===== src/rtl/axis_ramp_source.sv =====
// axis_ramp_source: AXI4-Stream master emitting one packet per gen_en request.
// Beat k of a packet carries gen_start + k*gen_step (two's complement, wrapping).
// Control follows a level-enable / sticky-finished handshake: the finished flag
// stays up until gen_en drops, so one request yields exactly one packet.
module axis_ramp_source #(
  parameter int DATA_WIDTH = 64,
  parameter int KEEP_WIDTH = DATA_WIDTH / 8,
  parameter int LEN_WIDTH  = 16
) (
  input  logic                  sys_clk,
  input  logic                  sys_rst_n,
  input  logic                  gen_en,
  input  logic [DATA_WIDTH-1:0] gen_start,
  input  logic [DATA_WIDTH-1:0] gen_step,
  input  logic [LEN_WIDTH-1:0]  gen_length,
  output logic                  gen_busy,
  output logic                  gen_finished,
  output logic                  m_axis_tvalid,
  input  logic                  m_axis_tready,
  output logic [DATA_WIDTH-1:0] m_axis_tdata,
  output logic [KEEP_WIDTH-1:0] m_axis_tkeep,
  output logic                  m_axis_tlast
);

  typedef enum logic [1:0] {
    ST_IDLE = 2'd0,
    ST_SEND = 2'd1,
    ST_DONE = 2'd2
  } state_t;

  localparam logic [LEN_WIDTH-1:0]  LEN_ZERO  = {LEN_WIDTH{1'b0}};
  localparam logic [LEN_WIDTH-1:0]  LEN_ONE   = {{(LEN_WIDTH-1){1'b0}}, 1'b1};
  localparam logic [DATA_WIDTH-1:0] DATA_ZERO = {DATA_WIDTH{1'b0}};
  localparam logic [KEEP_WIDTH-1:0] KEEP_ALL  = {KEEP_WIDTH{1'b1}};
  localparam logic [KEEP_WIDTH-1:0] KEEP_NONE = {KEEP_WIDTH{1'b0}};

  state_t                state_q,  state_d;
  logic [LEN_WIDTH-1:0]  cnt_q,    cnt_d;
  logic [LEN_WIDTH-1:0]  len_q,    len_d;
  logic [DATA_WIDTH-1:0] step_q,   step_d;
  logic [DATA_WIDTH-1:0] tdata_q,  tdata_d;
  logic [KEEP_WIDTH-1:0] tkeep_q,  tkeep_d;
  logic                  tvalid_q, tvalid_d;
  logic                  tlast_q,  tlast_d;
  logic                  busy_q,   busy_d;
  logic                  fin_q,    fin_d;

  // Next-state and next-output computation for the IDLE/SEND/DONE sequencer.
  always_comb begin
    state_d  = state_q;
    cnt_d    = cnt_q;
    len_d    = len_q;
    step_d   = step_q;
    tdata_d  = tdata_q;
    tkeep_d  = tkeep_q;
    tvalid_d = tvalid_q;
    tlast_d  = tlast_q;
    busy_d   = busy_q;
    fin_d    = fin_q;

    case (state_q)
      ST_IDLE: begin
        if (gen_en) begin
          if (gen_length != LEN_ZERO) begin
            // Launch: the first beat is presented on the very next edge.
            state_d  = ST_SEND;
            cnt_d    = LEN_ZERO;
            len_d    = gen_length;
            step_d   = gen_step;
            tdata_d  = gen_start;
            tkeep_d  = KEEP_ALL;
            tvalid_d = 1'b1;
            tlast_d  = (gen_length == LEN_ONE);
            busy_d   = 1'b1;
            fin_d    = 1'b0;
          end else begin
            // Empty packet: nothing goes on the bus, just report completion.
            state_d = ST_DONE;
            fin_d   = 1'b1;
          end
        end else begin
          state_d = ST_IDLE;
        end
      end

      ST_SEND: begin
        // gen_en is deliberately ignored here: an AXIS packet cannot be cut short.
        if (tvalid_q && m_axis_tready) begin
          if (tlast_q) begin
            state_d  = ST_DONE;
            cnt_d    = LEN_ZERO;
            tdata_d  = DATA_ZERO;
            tkeep_d  = KEEP_NONE;
            tvalid_d = 1'b0;
            tlast_d  = 1'b0;
            busy_d   = 1'b0;
            fin_d    = 1'b1;
          end else begin
            cnt_d   = cnt_q + LEN_ONE;
            tdata_d = tdata_q + step_q;
            tlast_d = ((cnt_q + LEN_ONE) == (len_q - LEN_ONE));
          end
        end else begin
          // Stall: every beat field holds until the slave accepts it.
          state_d = ST_SEND;
        end
      end

      ST_DONE: begin
        if (!gen_en) begin
          state_d = ST_IDLE;
          fin_d   = 1'b0;
        end else begin
          state_d = ST_DONE;
        end
      end

      default: begin
        state_d  = ST_IDLE;
        cnt_d    = LEN_ZERO;
        tdata_d  = DATA_ZERO;
        tkeep_d  = KEEP_NONE;
        tvalid_d = 1'b0;
        tlast_d  = 1'b0;
        busy_d   = 1'b0;
        fin_d    = 1'b0;
      end
    endcase
  end

  // State and output registers with synchronous active-low reset.
  always_ff @(posedge sys_clk) begin
    if (!sys_rst_n) begin
      state_q  <= ST_IDLE;
      cnt_q    <= LEN_ZERO;
      len_q    <= LEN_ZERO;
      step_q   <= DATA_ZERO;
      tdata_q  <= DATA_ZERO;
      tkeep_q  <= KEEP_NONE;
      tvalid_q <= 1'b0;
      tlast_q  <= 1'b0;
      busy_q   <= 1'b0;
      fin_q    <= 1'b0;
    end else begin
      state_q  <= state_d;
      cnt_q    <= cnt_d;
      len_q    <= len_d;
      step_q   <= step_d;
      tdata_q  <= tdata_d;
      tkeep_q  <= tkeep_d;
      tvalid_q <= tvalid_d;
      tlast_q  <= tlast_d;
      busy_q   <= busy_d;
      fin_q    <= fin_d;
    end
  end

  assign m_axis_tvalid = tvalid_q;
  assign m_axis_tdata  = tdata_q;
  assign m_axis_tkeep  = tkeep_q;
  assign m_axis_tlast  = tlast_q;
  assign gen_busy      = busy_q;
  assign gen_finished  = fin_q;

endmodule


===== config.mk =====
export PLATFORM = sky130hd
export DESIGN_NAME = axis_ramp_source
export DESIGN_NICKNAME = d
export VERILOG_FILES = /design/src/rtl/axis_ramp_source.sv
export SDC_FILE = /design/constraint.sdc
export NUM_CORES = 1
export LEC_CHECK = 0
export ABC_AREA = 0
export CORE_MARGIN = 3
export CORE_UTILIZATION = 29
export DETAILED_ROUTE_END_ITERATION = 16
export GPL_TIMING_DRIVEN = 0
export PLACE_DENSITY = 0.52
export SETUP_SLACK_MARGIN = 0.02
export SYNTH_ARGS = -nofsm -noshare
export SYNTH_HDL_FRONTEND = slang
export SYNTH_SLANG_ARGS = --single-unit

===== constraint.sdc =====
create_clock -name sys_clk -period 8.5 [get_ports sys_clk]
set_clock_uncertainty 0.2 [all_clocks]
set_input_delay 1.7 -clock sys_clk [delete_from_list [all_inputs] [get_ports sys_clk]]
set_output_delay 1.7 -clock sys_clk [all_outputs]
set_load 0.01 [all_outputs]

Run 1, sizing map:
Drawn at 2 px/um.
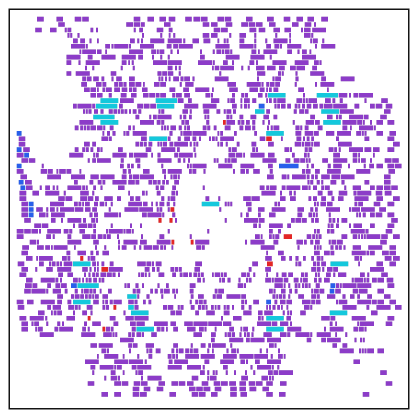
Blue shows _3 and _4 cells, cells 15, share 0.89%. Red shows _2 cells, cells 14, share 0.83%. Purple shows _0 and _1 cells, cells 1,625, share 97%. Cyan shows _6 and larger, cells 25, share 1.5%.

Run 1, M3 wires:
Drawn at 2 px/um.
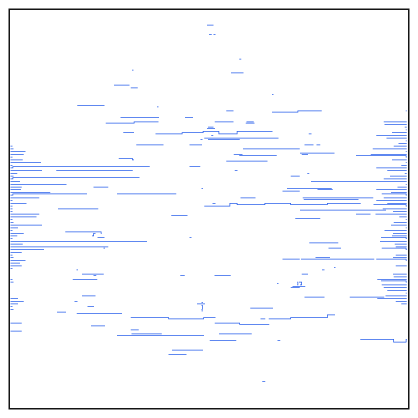
The layer carries 2,390 um of wire. The longest straight run is 68.3 um. 194 nets have wire on it. The wires run mostly horizontal.

Run 1, cells coloured by class:
Drawn at 2 px/um. Fill, decap, tap and diode cells in grey.
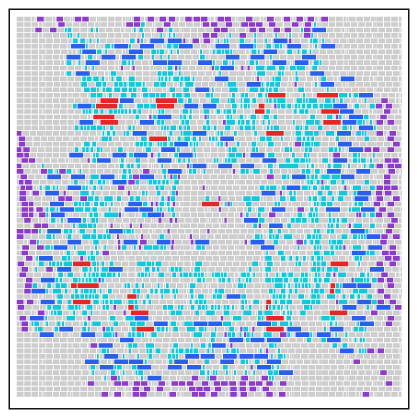
Blue shows sequential cells, cells 165, share of their area 24%. Purple shows remaining buffers and delay cells, cells 314, share of their area 19%. Red shows clock drivers and dummy loads, cells 31, share of their area 4.8%. Cyan shows combinational and other logic, cells 1,169, share of their area 52%.

==> summary.txt, run 1 <==
Results of an implementation run.

The number of standard cells in the layout, taps in and fillers out is between 2,000 and 2,500. The net total in the final layout is roughly 1,900. The placed wire-length estimate after detailed placement is around 32,000 um. The required time at the worst endpoint is listed as about 8700 ps. On the worst setup and hold paths after CTS, the clock-pin slew comes to ~70 ps. The sequential standard cell area is roughly 0.0033 mm^2. The total count of hold-check failures in the final report is 0. The synthesis stat section lists a flop and latch total of about 170. The met3 track utilization from global routing is 0.0420.

The flow ran to the end, and the final reports show no timing, DRC or antenna violations. The later pin in the worst-skew pair is clocked with a latency of between 400 and 500 ps. The clock buffer and inverter area fraction after layout is 0.0460.

The TritonCTS buffer count is 17. The number of violations of the max-capacitance limit is 0. The sequential cell count of the final layout is around 170. The mapped netlist covers between 0.01 and 0.015 mm^2. The horizontal extent of the die is 199 um. The routed design uses 18,600 um of met2 wire. The effective utilization at floorplan is 0.294. Setup slack closes at around 3200 ps. In the finished design, the share of the clock period the worst path needs comes to 0.625. Among all flip-flop cells after synthesis, the most frequent one is sky130_fd_sc_hd__dfxtp_1. The count of warning messages emitted by the tools is 26.

The category of the worst setup path launch point is an input pin. Dividing the detail-routed wire length by the instance count gives around 19 um. Entering global routing, the biggest net connects 17 pins. The endpoint of the worst setup timing path is m_axis_tdata[48]$_SDFFE_PN0P_.

In this run, the synthesized area fraction spent on xor and xnor cells is recorded as 0.0819. The sum of buffers and inverters on the critical path is 3. At the end of the flow the core is filled with cells to 0.389.

The count of vias placed by the detailed router is between 10,000 and 15,000. For the worst setup path, the data arrival time is roughly 5500 ps. Once the clock tree was built, the setup fixing pass inserted 0 buffers. The leakage power summed over all cells is roughly 5.5 nW. According to the cell report, the number of logic gates is between 1,000 and 1,500. Summing all placed instances gives a cell area of between 0.01 and 0.015 mm^2.

By instance count after routing, the leading logic cell types are sky130_fd_sc_hd__nand2_1, sky130_fd_sc_hd__clkdlybuf4s50_1, sky130_fd_sc_hd__dfxtp_1.
==> run 1 -> run 2 <==
Settings changed: PLACE_DENSITY 0.52 to 0.54.
Clock period 8.5 ns to 4.85 ns, I/O delays scaled along.
==> summary.txt, run 2 <==
Results of an implementation run.

The sequential standard cell area is 0.00330 mm^2 (unchanged). The count of vias placed by the detailed router was 11,087 (+1.1%). The effective utilization at floorplan was 0.294 (unchanged). The clock buffer and inverter area fraction after layout is 0.0407 (-0.00522). Fill cells in the final layout number 3,793. The number of violations of the max-capacitance limit is 0 (unchanged).

The fraction of the cycle the final worst path needs is 0.939. The run finished with clean final reports. The cell area after placement is 0.0136 mm^2 (unchanged). The number of standard cells in the layout, taps in and fillers out is 2,148 (+0.047%).

The placed wire-length estimate after detailed placement is 31,500 um (-0.68%). The amount of wire on met2 after detailed routing is 18,800 um (+0.65%). The net total in the final layout is 1,881 (unchanged). The wire length per cell after detailed routing is 18.6 um (-1.1%).

The post-route report lists met1 wire length as 18,100 um. The data arrival time of the critical path is 4730 ps (-760 ps). The fmax is 220 MHz.

The number of buffers inserted to repair setup after CTS is 0 (unchanged). The worst-skew pair later-pin latency is 450 ps (about the same). The pin count of the biggest net entering global routing is 17 (unchanged). The data required time of the worst path is 5030 ps (-3640 ps). For reference, the mux area share after synthesis is 0.00185. The number of storage elements in the synthesis netlist is 165 (unchanged). The sequential cell count of the final layout was 165 (unchanged). The worst hold path endpoint is step_q[52]$_SDFFE_PN0P_. The fraction of synthesized cell area in xor and xnor cells came to 0.0819 (unchanged).

The sum of buffers and inverters on the critical path is 3 (unchanged). Per the cell usage report, the commonest logic cells after layout are sky130_fd_sc_hd__nand2_1, sky130_fd_sc_hd__clkdlybuf4s50_1, sky130_fd_sc_hd__dfxtp_1. The most used flip-flop cell after synthesis is sky130_fd_sc_hd__dfxtp_1. The script logs the ratio of routed vias to standard cells as just over 5. The clock edge transition at the registers on the reported setup and hold paths came to 70 ps (about the same).

The total standard cell area after synthesis came to 0.0108 mm^2 (unchanged). The count of multi-input combinational gates is 1,146 (unchanged). The total count of hold-check failures in the final report is 0 (unchanged). The TritonCTS buffer count was 17 (unchanged). The worst setup margin is 296 ps (-2890 ps). The count of warning messages emitted by the tools is 26 (unchanged). STA classifies the critical path startpoint as an input pin.
Run 2, gate-type map:
Drawn at 2 px/um.
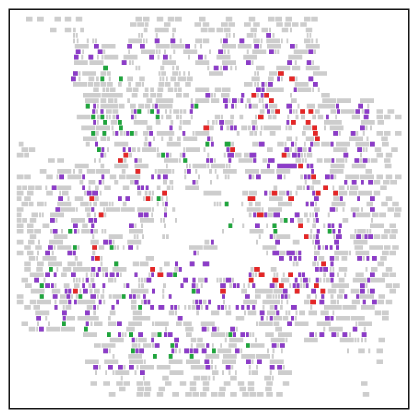
Green shows and/or cells, cells 53. Purple shows aoi and oai cells, cells 396. Red shows non-inverting ao/oa cells, cells 52.

Run 2, routing congestion map:
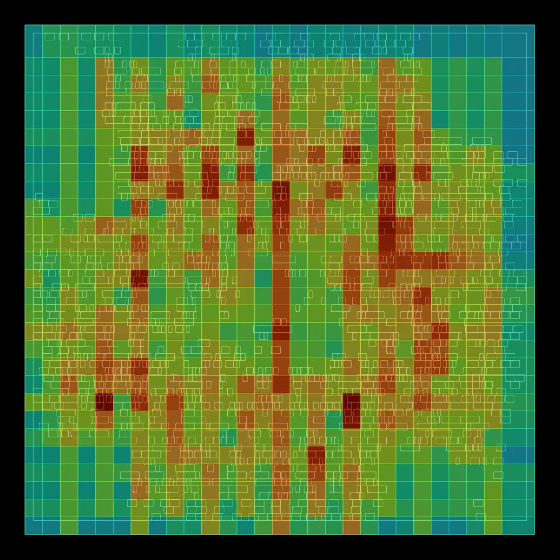
met2 track demand over resource: 0.334
utilization after layout: 0.387
most congested layer reported by global routing: met2
aggregate global-route resource usage: 0.198
met3 capacity usage during global routing: 0.0393

No activity file was given, so power comes from the tool's default toggle rates.
